Design ddr_cmd_issuer, sky130hd; sources not shown.
==> run_1/ff_map.png <==
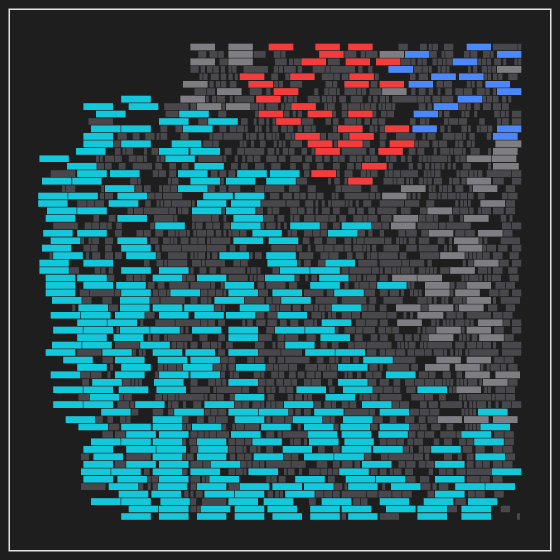
`r_cnt` -> blue  # flops 16, where north-east
`r_open_row` -> cyan  # flops 288
`r_open` -> red  # flops 32, where north
flop share of the area: 49.3%
seq pwr: 5.21 mW

==> run_1/congestion_map.png <==
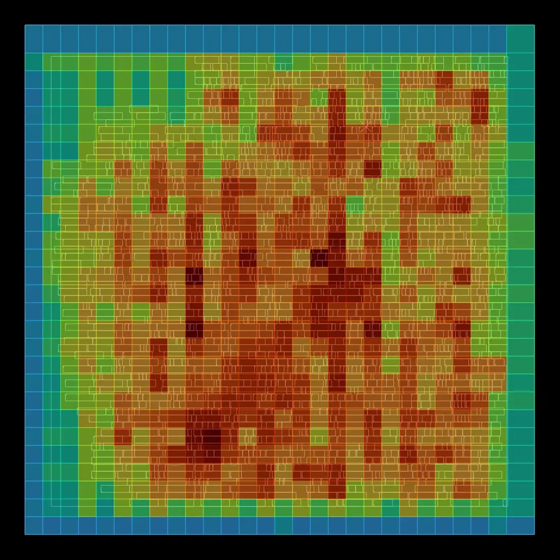
drt wl/cell: 26.4 um
GRT Resource Usage Total: 29.3%

==> run_1/clock_wires.png <==
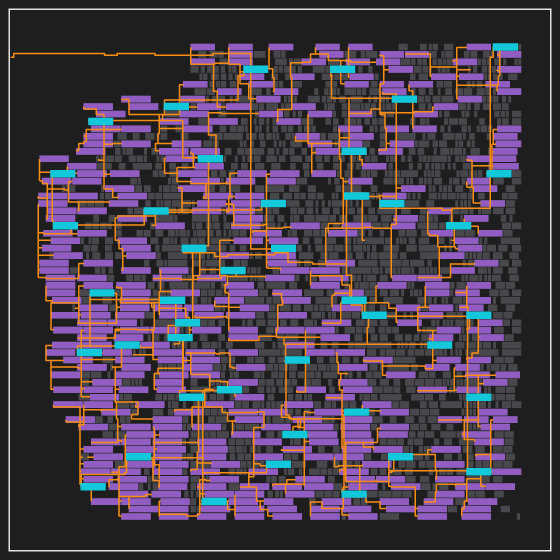
clock-net drivers -> cyan  # count 42
flip-flops -> purple  # count 398
clock wires -> orange  # length 4580 um
routed clock nets = 43
flops lie = all over the die
clock distribution power: 3.36 mW
clk ins delay skew pair: 560 ps
clock skew after layout: 27.3 ps

==> reports/summary.rpt, run 1 <==
=======================================================================
Standard cell core area                                     30700 sq um
Leading cell type by number of instances after synthesis   sky130_fd_sc_hd__edfxtp_1
Hold Worst Slack                                                 411 ps
Most used flip-flop cell after synthesis                   sky130_fd_sc_hd__edfxtp_1
Failing checks                                             design-rule violations
Count of library flops with an enable pin                           288
Peak Freq                                                     0.226 GHz
Gate Count Post-Synth                                              1552
Finish-stage setup viols                                              0
Outcome                                                    finished with violations
WP data required                                                4870 ps
CTS tree                                                           done
Sum of negative setup slack                                        0 ps
Gp weighted congestion                                            0.999
Rows                                                                 64
I/O Buffers                                                          50
Number of levels the H-tree was split into                            2
Global-route wire length before repair                          87.3 mm
Library cell appearing most often on the critical path     sky130_fd_sc_hd__buf_4
Number of antenna repair diodes                                       0
Vertical die dimension                                           197 um
Post-route cell area                                        23100 sq um
Drt pass-1 iters                                                      7
TritonCTS buffer count                                               42
Layout cells sized above 1                                        22.4%
Worst min path class                                         reg -> reg
Number of violations of the max-capacitance limit                     0
Total number of cells along the worst setup path                     14
Combinational Power Share                                         46.5%
Power dissipated by switching net loads                         6.23 mW
Biggest fanout along the worst timing path                           20
Cell area after synthesis                                   18800 sq um
Hold violation total from the final report                            0
Main area contributors                                     sky130_fd_sc_hd__edfxtp_1 46%, sky130_fd_sc_hd__dfrtp_1 14%, sky130_fd_sc_hd__mux2i_1 5.7%, sky130_fd_sc_hd__nand2_1 3.8%, sky130_fd_sc_hd__a211oi_1 3.2%
Detailed-route wire length                                      58.8 mm
Relative max-transition margin                                    17.3%
Kind of end point of the critical path                        flip-flop
Final core area utilization                                       75.2%
Leading area contributor after synthesis                   sky130_fd_sc_hd__edfxtp_1
Post-detailed-route DRC marker count                                  1
PnR Total Power                                                 16.0 mW
Max reg flops                                                       288
Buffer and inverter count on the worst path                           4
Area of the synthesized netlist per yosys stat              18800 sq um
Cell internal pwr                                               9.81 mW
Fraction of power spent switching nets                            38.9%
CP Class                                                      in -> reg
Maximum buffer depth of the clock tree                                3
=======================================================================
[run 1: routing by layer]
layer  wire (um)  track usage [%]  up-vias
met5           8                0        -
met4        2330             10.2        2
met3        7920             6.80      181
met2       25900             44.1     1230
met1       22600             41.2     7226
li1            -                -     6422
[run 1: timing repair]
action	CTS	global route
buffers inserted	0	18
cloned	0	2
hold buffers	0	0
gates resized	5	30
setup endpoints to repair	95	113
pin swaps	0	7
hold endpoints to repair	0	0
[run 1: cell usage in the layout (no fill, tap or decap), drive strengths merged, types with 6 or more instances in the layout]
cell type and count:
a21oi 85, and3 21, or3 6, nand4 14, clkbuf 64, clkinv 9, nor4bb 12, a21o 12
a31oi 22, a22oi 17, a211oi 100, o22ai 37, nor2b 7, nor3 20, nor3b 6, xnor2 9
a221oi 9, nor2 87, mux2i 118, inv 56, nand2 191, dfrtp 108, and2 15, o21ai 22
nor4b 10, nand3 27, a2bb2oi 6, nor4 25, buf 252, and4 8, mux2 26, o2111ai 6
clkdlybuf4s50 49, a2111oi 8, edfxtp 288
[run 1: cell families (layout without fill, tap and decap cells)]
kind of cell	after synthesis	after routing	share of synthesized area (%)
buffers and inverters	157	431	3.77
multiplexers	144	144	8.26
adder cells (fa/ha/maj)	3	3	0.199
XOR/XNOR	11	11	0.512
AND/OR/NAND/NOR	474	474	12.9
AND-OR/OR-AND	363	365	13.7
flip-flops	398	398	60.6
other	2	5	0.0399
[run 1: layout make-up]
type	count	area, sq um
Multi-Input combinational cell	1002	6910
Sequential cell	398	11400
Timing Repair Buffer	301	2830
Clock inverter	12	104
Tap cell	396	495
Clock buffer	64	1180
Inverter	54	205
Fill cell	1922	7620
[run 1: per-stage QoR]
stage               setup WS, ps  std cells
global route               -64.5       2227
detailed placement          -646       2131
floorplan                    474       1555
global placement            -595       2131
finish                      4.77       2227
CTS                         2.59       2207
==> run_1/port_trees.png <==
The bar under the picture is 50 um long.
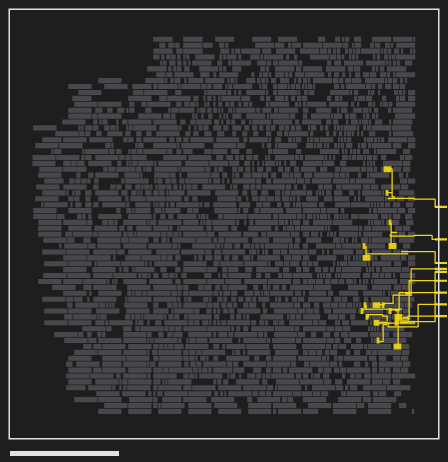

==> run 2, diff against run 1 <==
--- a/config.mk
+++ b/config.mk
@@ -8,7 +8,10 @@
 export CORE_MARGIN = 10
 export CORE_UTILIZATION = 60
 export DETAILED_ROUTE_END_ITERATION = 6
+export GPL_TIMING_DRIVEN = 0
 export PLACE_DENSITY = 0.78
+export RECOVER_POWER = 50
+export SLEW_MARGIN = 20
 export SYNTH_ARGS = -nofsm -noshare
 export SYNTH_HDL_FRONTEND = slang
 export SYNTH_SLANG_ARGS = --single-unit
==> run_2/port_trees.png <==
The bar under the picture is 50 um long.
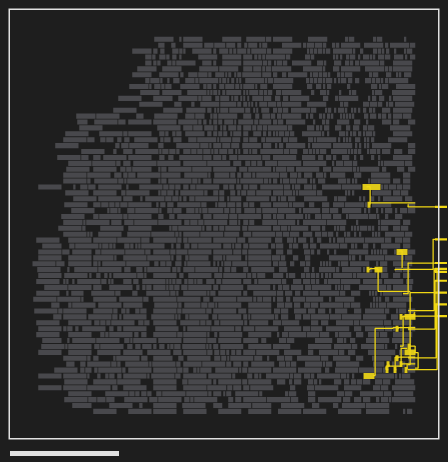
`req_row` -> yellow  # bits 9, direction input, edge east, end cells 18, wire 503 um
I/O Buffers: 47
number of primary I/O pins: 55

==> run_2/m1.png <==
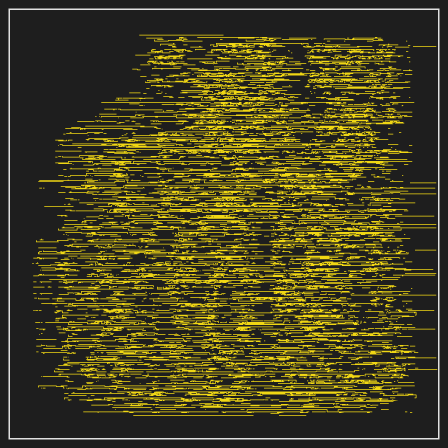
wire length on this layer = 22.5 mm
longest straight run = 55.2 um
share of all routed wire = 34%
main direction = horizontal
detailed-route wire length: 65.9 mm
via total after detailed routing: 15600
met1 track demand over resource in global routing: 41.9%

==> reports/summary.rpt, run 2 <==
==============================================================================
Clk ins delay skew pair                                                 580 ps   +20 ps
Final WS setup                                                         -130 ps   -135 ps
Most used flip-flop cell after synthesis                          sky130_fd_sc_hd__edfxtp_1
Number of levels the H-tree was split into                                   2   unchanged
Number of placed instances with taps included                             2007   -5.8%
Gate Count Post-Synth                                                     1552   unchanged
Outcome                                                           finished with violations
WP data required                                                       4880 ps   about the same
Drt pass-1 iters                                                             7   unchanged
Worst slack, placed                                                   -1710 ps   -1060 ps
Relative max-transition margin                                          -24.1%   -41 points
Gp weighted congestion                                                   0.978   -2.2%
Vertical die dimension                                                  197 um   unchanged
Hold violation total from the final report                                   0   unchanged
Drt wl/cell                                                            30.7 um   +16%
Layout cells sized above 1                                               22.3%   -0.13 points
Global-route wire length before repair                                 94.3 mm   +8.0%
Peak Freq                                                            0.220 GHz   -3.0%
Fraction of power spent switching nets                                   42.1%   +3.2 points
Finish-stage setup viols                                                    13   +13
Failing checks                                                    design-rule violations, max-capacitance violations, max-slew violations, negative setup slack
Combinational Power Share                                                47.2%   +0.7 points
Number of standard cells in the layout, taps in and fillers out           2148   -3.5%
Most instantiated logic cell after routing                        sky130_fd_sc_hd__edfxtp_1
Post-detailed-route DRC marker count                                         1   unchanged
Hold Worst Slack                                                        405 ps   -6.57 ps
Standard cell core area                                            30700 sq um   unchanged
Number of violations of the max-capacitance limit                            3   +3
Biggest fanout along the worst timing path                                  10   -50%
Maximum buffer depth of the clock tree                                       3   unchanged
Buffer and inverter count on the worst path                                  7   +3
Leading cell type by number of instances after synthesis          sky130_fd_sc_hd__edfxtp_1
Rows                                                                        64   unchanged
Max reg flops                                                              288   unchanged
Fill cell count                                                           1854   -3.5%
TritonCTS buffer count                                                      41   -2.4%
Main area contributors                                            sky130_fd_sc_hd__edfxtp_1 46%, sky130_fd_sc_hd__dfrtp_1 14%, sky130_fd_sc_hd__mux2i_1 5.7%, sky130_fd_sc_hd__nand2_1 3.8%, sky130_fd_sc_hd__a211oi_1 3.2%
Total number of cells along the worst setup path                            16   +2
Max-slew violations                                                        121
Sum of negative setup slack                                            -725 ps   -725 ps
Cell area after synthesis                                          18800 sq um   unchanged
Power dissipated by switching net loads                                6.84 mW   +9.8%
==============================================================================
==> run 2: cell counts after synthesis <==
No cell type changed its count.
==> run 2: area by class of cell <==
class	instances	area [sq um]	area share (%)
Sequential cell	398	11400	49.4
Multi-Input combinational cell	1000	7600	32.9
Timing Repair Buffer	130	1390	6.04
Clock buffer	56	1160	5.03
Buffer	100	679	2.95
Tap cell	396	495	2.15
Inverter	54	208	0.901
Clock inverter	13	120	0.521
Timing Repair inverter	1	5.00	0.0217
==> run 2: power groups by stage <==
stage	sequential, mW	combinational (mW)	clock (mW)
2_1_floorplan	5.21	3.97	0
3_3_place_gp	5.23	5.90	0
3_5_place_dp	5.23	6.09	0
4_1_cts	5.16	6.71	3.36
5_1_grt	5.23	7.91	3.50
6_report	5.20	7.67	3.37
==> run 2: per-layer routing <==
| layer | global-route usage, % | wire length [um] |
|---|---|---|
| met5 | 0 | 0 |
| met4 | 18.7 | 4810 |
| met3 | 10.4 | 10400 |
| met2 | 48.0 | 28200 |
| met1 | 41.9 | 22500 |
==> run 2: cells by family (layout without fill, tap and decap cells) <==
family	count (synthesis)	count (layout)	share of synthesized area, %
flip-flops	398	398	60.6
other	2	5	0.0399
XOR/XNOR	11	11	0.512
AND/OR/NAND/NOR	474	474	12.9
multiplexers	144	144	8.26
AND-OR/OR-AND	363	363	13.7
buffers and inverters	157	354	3.77
adder cells (fa/ha/maj)	3	3	0.199
==> run 2: timing repair <==
item	in CTS	in global routing
pin swaps	25	17
gates resized	132	116
endpoints found under the setup margin	350	342
gates cloned	1	0
hold buffers	0	0
endpoints found under the hold margin	0	0
buffers inserted	49	25
Power figures rest on the tool's default switching activity, not on a simulated workload.
